Figure 1. Supply network.
Bar = 20 microns. Pins as bars on the die edge. Tap cells in gray.
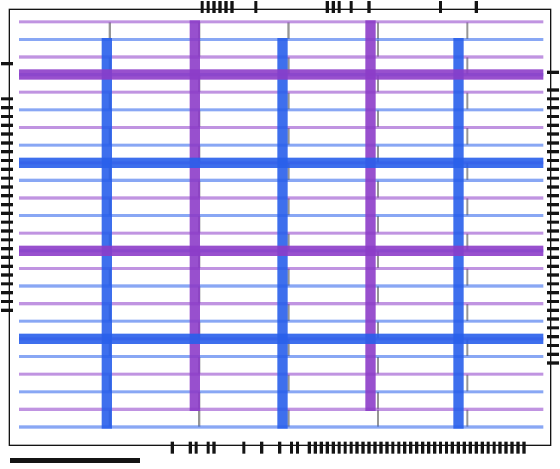
Figure 2. Placed cells, one color a class.
Bar = 20 microns.
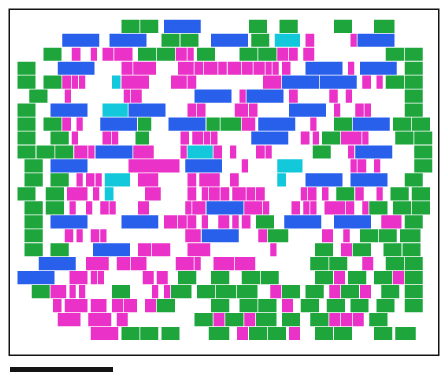
Figure 3. Clock distribution.
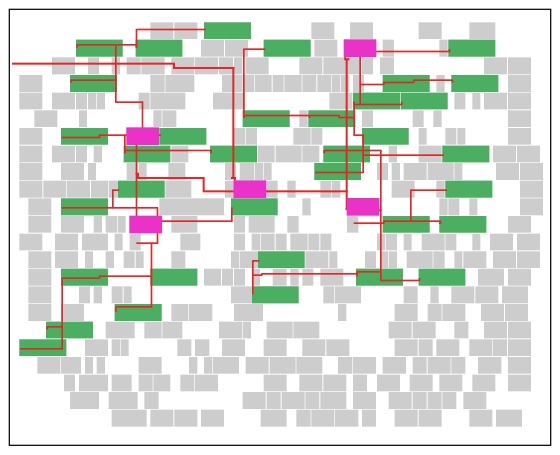
Figure 4. Signal wires by layer.
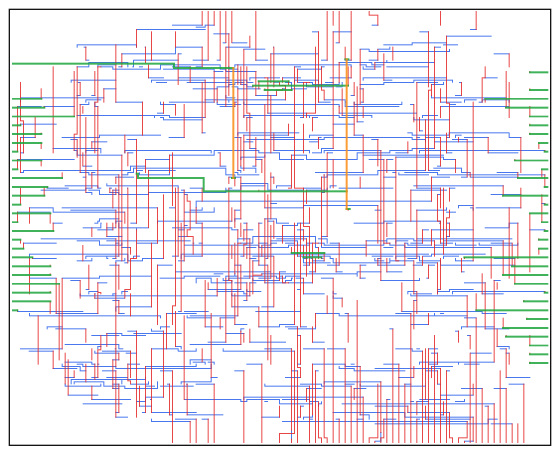
Figure 5. Routing congestion map.
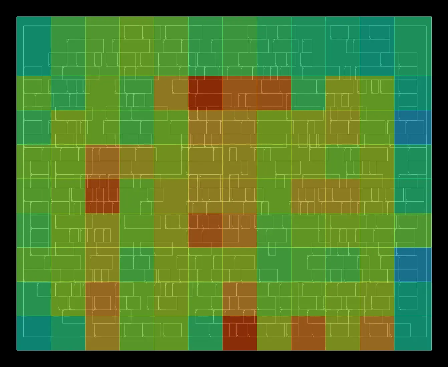
## src/rtl/unidade_busca.sv

```systemverilog
// Instruction fetch unit: walks a fetch pointer through a synchronous-read
// instruction memory, two cycles per word, with stall, redirect and program load.
module unidade_busca #(
  parameter int unsigned LAST_ADDR   = 15,
  parameter bit          HALT_ON_NOP = 1'b1
) (
  input  logic        Clock,
  input  logic        Reset,
  input  logic        Start,
  input  logic        Stall,
  input  logic        Redirect,
  input  logic [3:0]  RedirectAddr,
  input  logic        Load_En,
  input  logic [3:0]  Load_Addr,
  input  logic [15:0] Load_Data,
  output logic [3:0]  Mem_Address,
  output logic        Mem_Wren,
  output logic [15:0] Mem_Din,
  input  logic [15:0] Mem_Q,
  output logic [15:0] IR,
  output logic [3:0]  PC,
  output logic        Valid,
  output logic        Halted,
  output logic [7:0]  Count,
  output logic [2:0]  Opcode,
  output logic [2:0]  Rx,
  output logic [2:0]  Ry,
  output logic [2:0]  Rz,
  output logic [6:0]  Imm7,
  output logic [3:0]  Imm4
);

  localparam logic [3:0] LAST = 4'(LAST_ADDR);

  typedef enum logic [1:0] {IDLE, FETCH, LATCH, HALT} state_t;

  state_t     state, state_nxt;
  logic [3:0] fp, fp_nxt;
  logic       capture;

  always_comb begin
    state_nxt = state;
    fp_nxt    = fp;
    capture   = 1'b0;
    case (state)
      IDLE: begin
        // A load cycle swallows both Redirect and Start.
        if (!Load_En) begin
          if (Redirect)   fp_nxt    = RedirectAddr;
          else if (Start) state_nxt = FETCH;
        end
      end
      FETCH: begin
        if (Redirect)    fp_nxt    = RedirectAddr;
        else if (!Stall) state_nxt = LATCH;
      end
      LATCH: begin
        if (Redirect) begin
          fp_nxt    = RedirectAddr;
          state_nxt = FETCH;
        end else if (HALT_ON_NOP && Mem_Q == '0) begin
          state_nxt = HALT;
        end else begin
          capture   = 1'b1;
          fp_nxt    = (fp == LAST) ? '0 : fp + 4'd1;
          state_nxt = FETCH;
        end
      end
      HALT: begin
        if (Redirect) begin
          fp_nxt    = RedirectAddr;
          state_nxt = FETCH;
        end
      end
      default: state_nxt = IDLE;
    endcase
  end

  always_ff @(posedge Clock) begin
    if (Reset) begin
      state <= IDLE;
      fp    <= '0;
      IR    <= '0;
      PC    <= '0;
      Valid <= 1'b0;
      Count <= '0;
    end else begin
      state <= state_nxt;
      fp    <= fp_nxt;
      Valid <= capture;
      if (capture) begin
        IR <= Mem_Q;
        PC <= fp;
        if (Count != '1) Count <= Count + 8'd1;
      end
    end
  end

  always_comb begin
    Mem_Wren    = (state == IDLE) && Load_En && !Reset;
    Mem_Address = (state == IDLE) ? Load_Addr : fp;
    Mem_Din     = (state == IDLE) ? Load_Data : '0;
    Halted      = (state == HALT);
  end

  assign Opcode = IR[15:13];
  assign Rx     = IR[12:10];
  assign Ry     = IR[9:7];
  assign Rz     = IR[6:4];
  assign Imm7   = IR[6:0];
  assign Imm4   = IR[3:0];

endmodule

```

## config.mk

```make
export PLATFORM = sky130hd
export DESIGN_NAME = unidade_busca
export DESIGN_NICKNAME = d
export VERILOG_FILES = /design/src/rtl/unidade_busca.sv
export SDC_FILE = /design/constraint.sdc
export NUM_CORES = 1
export LEC_CHECK = 0
export CAP_MARGIN = 0
export CORE_ASPECT_RATIO = 0.8
export CORE_UTILIZATION = 38
export DETAILED_ROUTE_END_ITERATION = 10
export GPL_ROUTABILITY_DRIVEN = 0
export GPL_TIMING_DRIVEN = 0
export HOLD_SLACK_MARGIN = 0.02
export PLACE_DENSITY_LB_ADDON = 0.08
export REMOVE_ABC_BUFFERS = 1
export SKIP_LAST_GASP = 1
export SYNTH_ARGS = -nofsm -noshare
export SYNTH_HDL_FRONTEND = slang
export SYNTH_SLANG_ARGS = --single-unit
export TNS_END_PERCENT = 20
```

## constraint.sdc

```tcl
create_clock -name Clock -period 2.78 [get_ports Clock]
set_clock_uncertainty 0.05 [all_clocks]
set_input_delay 0.556 -clock Clock [delete_from_list [all_inputs] [get_ports Clock]]
set_output_delay 0.556 -clock Clock [all_outputs]
set_load 0.1 [all_outputs]
```

==> metrics.cfg <==
[synthesis]
yosysSeqAreaShare_pct = 34.80
ys_cells = 246
synthArstFlopShare_pct = 0
synth-edff-count = 0
syn_area_per_cell_sq_um = 8.184
synth_cell_types = 43
yosysWarnings = 0
top_cells_by_area = dfxtp_1, nand2_1, buf_4, a21oi_1, and2_1
synthCells = 246
netlist_area_sq_um = 2013
top_area_cell = dfxtp_1
synth-main-ff-cell = dfxtp_1
yosys_area_sq_um = 2013

[worst_hold_path]
hold_path_class = reg -> reg
min_path_cells = 2
min_to = PC[3]$_SDFFE_PP0P_

[sta]
fin_crit_ns = 2.812
slew_headroom_pct = 33.99
worst_pin_slew_ns = 0.9871
hold-worst-slack_ns = 0.4082
fin_crit_sh_pct = 101.2
rsz0062_at_grt = true
setup_viol = 13
fin_ws_ns = -0.03205
hold_violations = 0
final_max_slew_viol_count = 0
setup_tns_ns = -0.2717
fmax_ghz = 0.3556

[clock_network]
cts_tree = yes
cts-root-buf = clkbuf_8
cts_hold_buf = 0
clk_pin_slew_ns = 0.07
clockBufferDepth = 2
cts_buffers = 5
cts_sinks = 35
htree_levels = 2

[die]
core_sq_um = 5065
chipArea_sq_um = 5594
pin_count = 120
die-height_microns = 67.10
die-width_microns = 83.38

[route]
viasPerCell = 4.990
remaining_drc_errors = 0
ant_nets = 0
drt_pass1_iterations = 4
drtIter0Drc = 78

[layout]
regArea_sq_um = 700.7
area_growth_pct = 57.43
logic_area_sq_um = 1056
mostFrequentLayoutCell = clkdlybuf4s50_1
drive_above_1_share_pct = 9.971
nNetsFinal = 393
fillers = 468
layout.cells.most_common_list = clkdlybuf4s50_1, nand2_1, dfxtp_1, a21oi_1, and2_1
fin_cells = 403

[power_and_ir_drop]
swShare_pct = 38.68
p_per_area_nw_per_um2 = 417.8
max-vdd-ir-drop_uv = 329.5
total_power_mw = 1.324
internal_power_mw = 0.8120
p_switching_mw = 0.5121
combPwrFrac_pct = 33.6
p_leak_nw = 1.109

[worst_setup_path]
crit_path_end_kind = output pin
crit_type = reg -> out
cp_data_arrival_time_ns = 2.21
critPathMaxFanout = 26
startpoint_type = register
reg2reg_depth = 6
r2r-end = Count[2]$_SDFFE_PP0P_
rrSetupSlack_ns = 0.33
reg2reg_from = state[0]$_SDFFE_PP0P_

[global_route]
antenna_found_initial = 0
grt_max_degree = 39
grt_pass1_wl_microns = 8576
grt_overflow = 0
grt_pass1_vias = 1740
grt_use_met2_pct = 30.02
gr-max-usage-layer = met2

[status]
status = finished, violations left
failed_checks = negative setup slack

[flow_run]
maxCapViolCount = 0
openroad.warnings = 31

[place]
postPlaceCellArea_sq_um = 3047
hpwlAfterDp_microns = 3934
io_buffers = 119
dp_cells = 392

About Figure 1:
color	net
blue	VSS
purple	VDD
signal pins	120
met5 straps	4

About Figure 2:
color	class	cells	share of their area
cyan	clock drivers and dummy loads	8	2.7%
blue	flip-flops	35	23%
magenta	all other logic	175	35%
green	other buffers and delay cells	123	40%

About Figure 3:
[green] flip-flops | count: 35
[red] clock wires | length: 499 microns
[magenta] cells driving clock nets | count: 5
routed clock nets	6
Clock Power Share: 27.3%
Worst-Skew Late Latency: 0.29 ns
Power Clock: 0.361 mW

About Figure 4:
color	layer	wire length
red	met2	2310 microns
orange	met4	40.1 microns
green	met3	330 microns
blue	met1	2740 microns
final wirelength: 5416 microns
WL/cell: 13.44 microns
total track usage: 19.28%
via count: 2011

About Figure 5:
GR Util met1: 26.89%
GR Util met3: 4.461%
post-layout util: 62.57%

-- synthesized netlist by cell type (3+ instances only) --
library cell   n
buf_6          3
inv_1          4
nor2b_1        3
a21oi_1       30
or4_1          3
nor3_1         3
buf_4         23
mux2_2         4
nor2_1         6
nand3_1        3
or4_4          3
a311oi_1       3
nand2b_1       6
clkbuf_1       8
nand2_1       49
dfxtp_1       35
and2_1        17
o21ai_0        5
ha_1           7
-- worst max-delay path: stages (launching register included) --
cell and delay [ns]:
dfxtp_1 0.35, inv_1 0.10, ha_2 0.44, and2_1 0.18, clkdlybuf4s15_1 0.84
-- cells by family after synthesis --
group	count (synthesis)	synth area share, %
fa+ha+maj	7	4.350
flops	35	34.80
simple gates	101	25.42
mux	7	3.977
compound gates	56	18.46
buf+inv	40	12.99
-- power groups by stage --
stage | Clock, mW | Combinational (mW) | Sequential [mW]
2_1_floorplan | 0 | 0.297 | 0.537
3_3_place_gp | 0 | 0.455 | 0.530
3_5_place_dp | 0 | 0.456 | 0.530
4_1_cts | 0.368 | 0.445 | 0.518
5_1_grt | 0.389 | 0.462 | 0.520
6_report | 0.361 | 0.445 | 0.518
-- cell type report --
class | instances | area share [%]
multi-input combinational | 171 | 33.32
tap | 62 | 2.448
timing repair buffer | 123 | 39.01
sequential | 35 | 22.11
clock inverter | 3 | 0.4737
inverter | 4 | 0.4737
clock buffer | 5 | 2.171
-- registers in the layout, summed over array words and instances, names as in the netlist --
register,count
Count,8
fp,4
PC,4
Valid,1
state,2
IR,16
-- metal layers --
layer | wire length [microns] | up-vias
met1 | 2735 | 917
met5 | 0 | -
met4 | 40 | 0
met3 | 329 | 5
met2 | 2311 | 73
li1 | - | 1016
-- repair_timing --
item	CTS	global route
setup buffers	0	3
pin swaps	0	1
setup endpoints to repair	38	42
resized	55	1
Power and IR drop assume default switching activity.
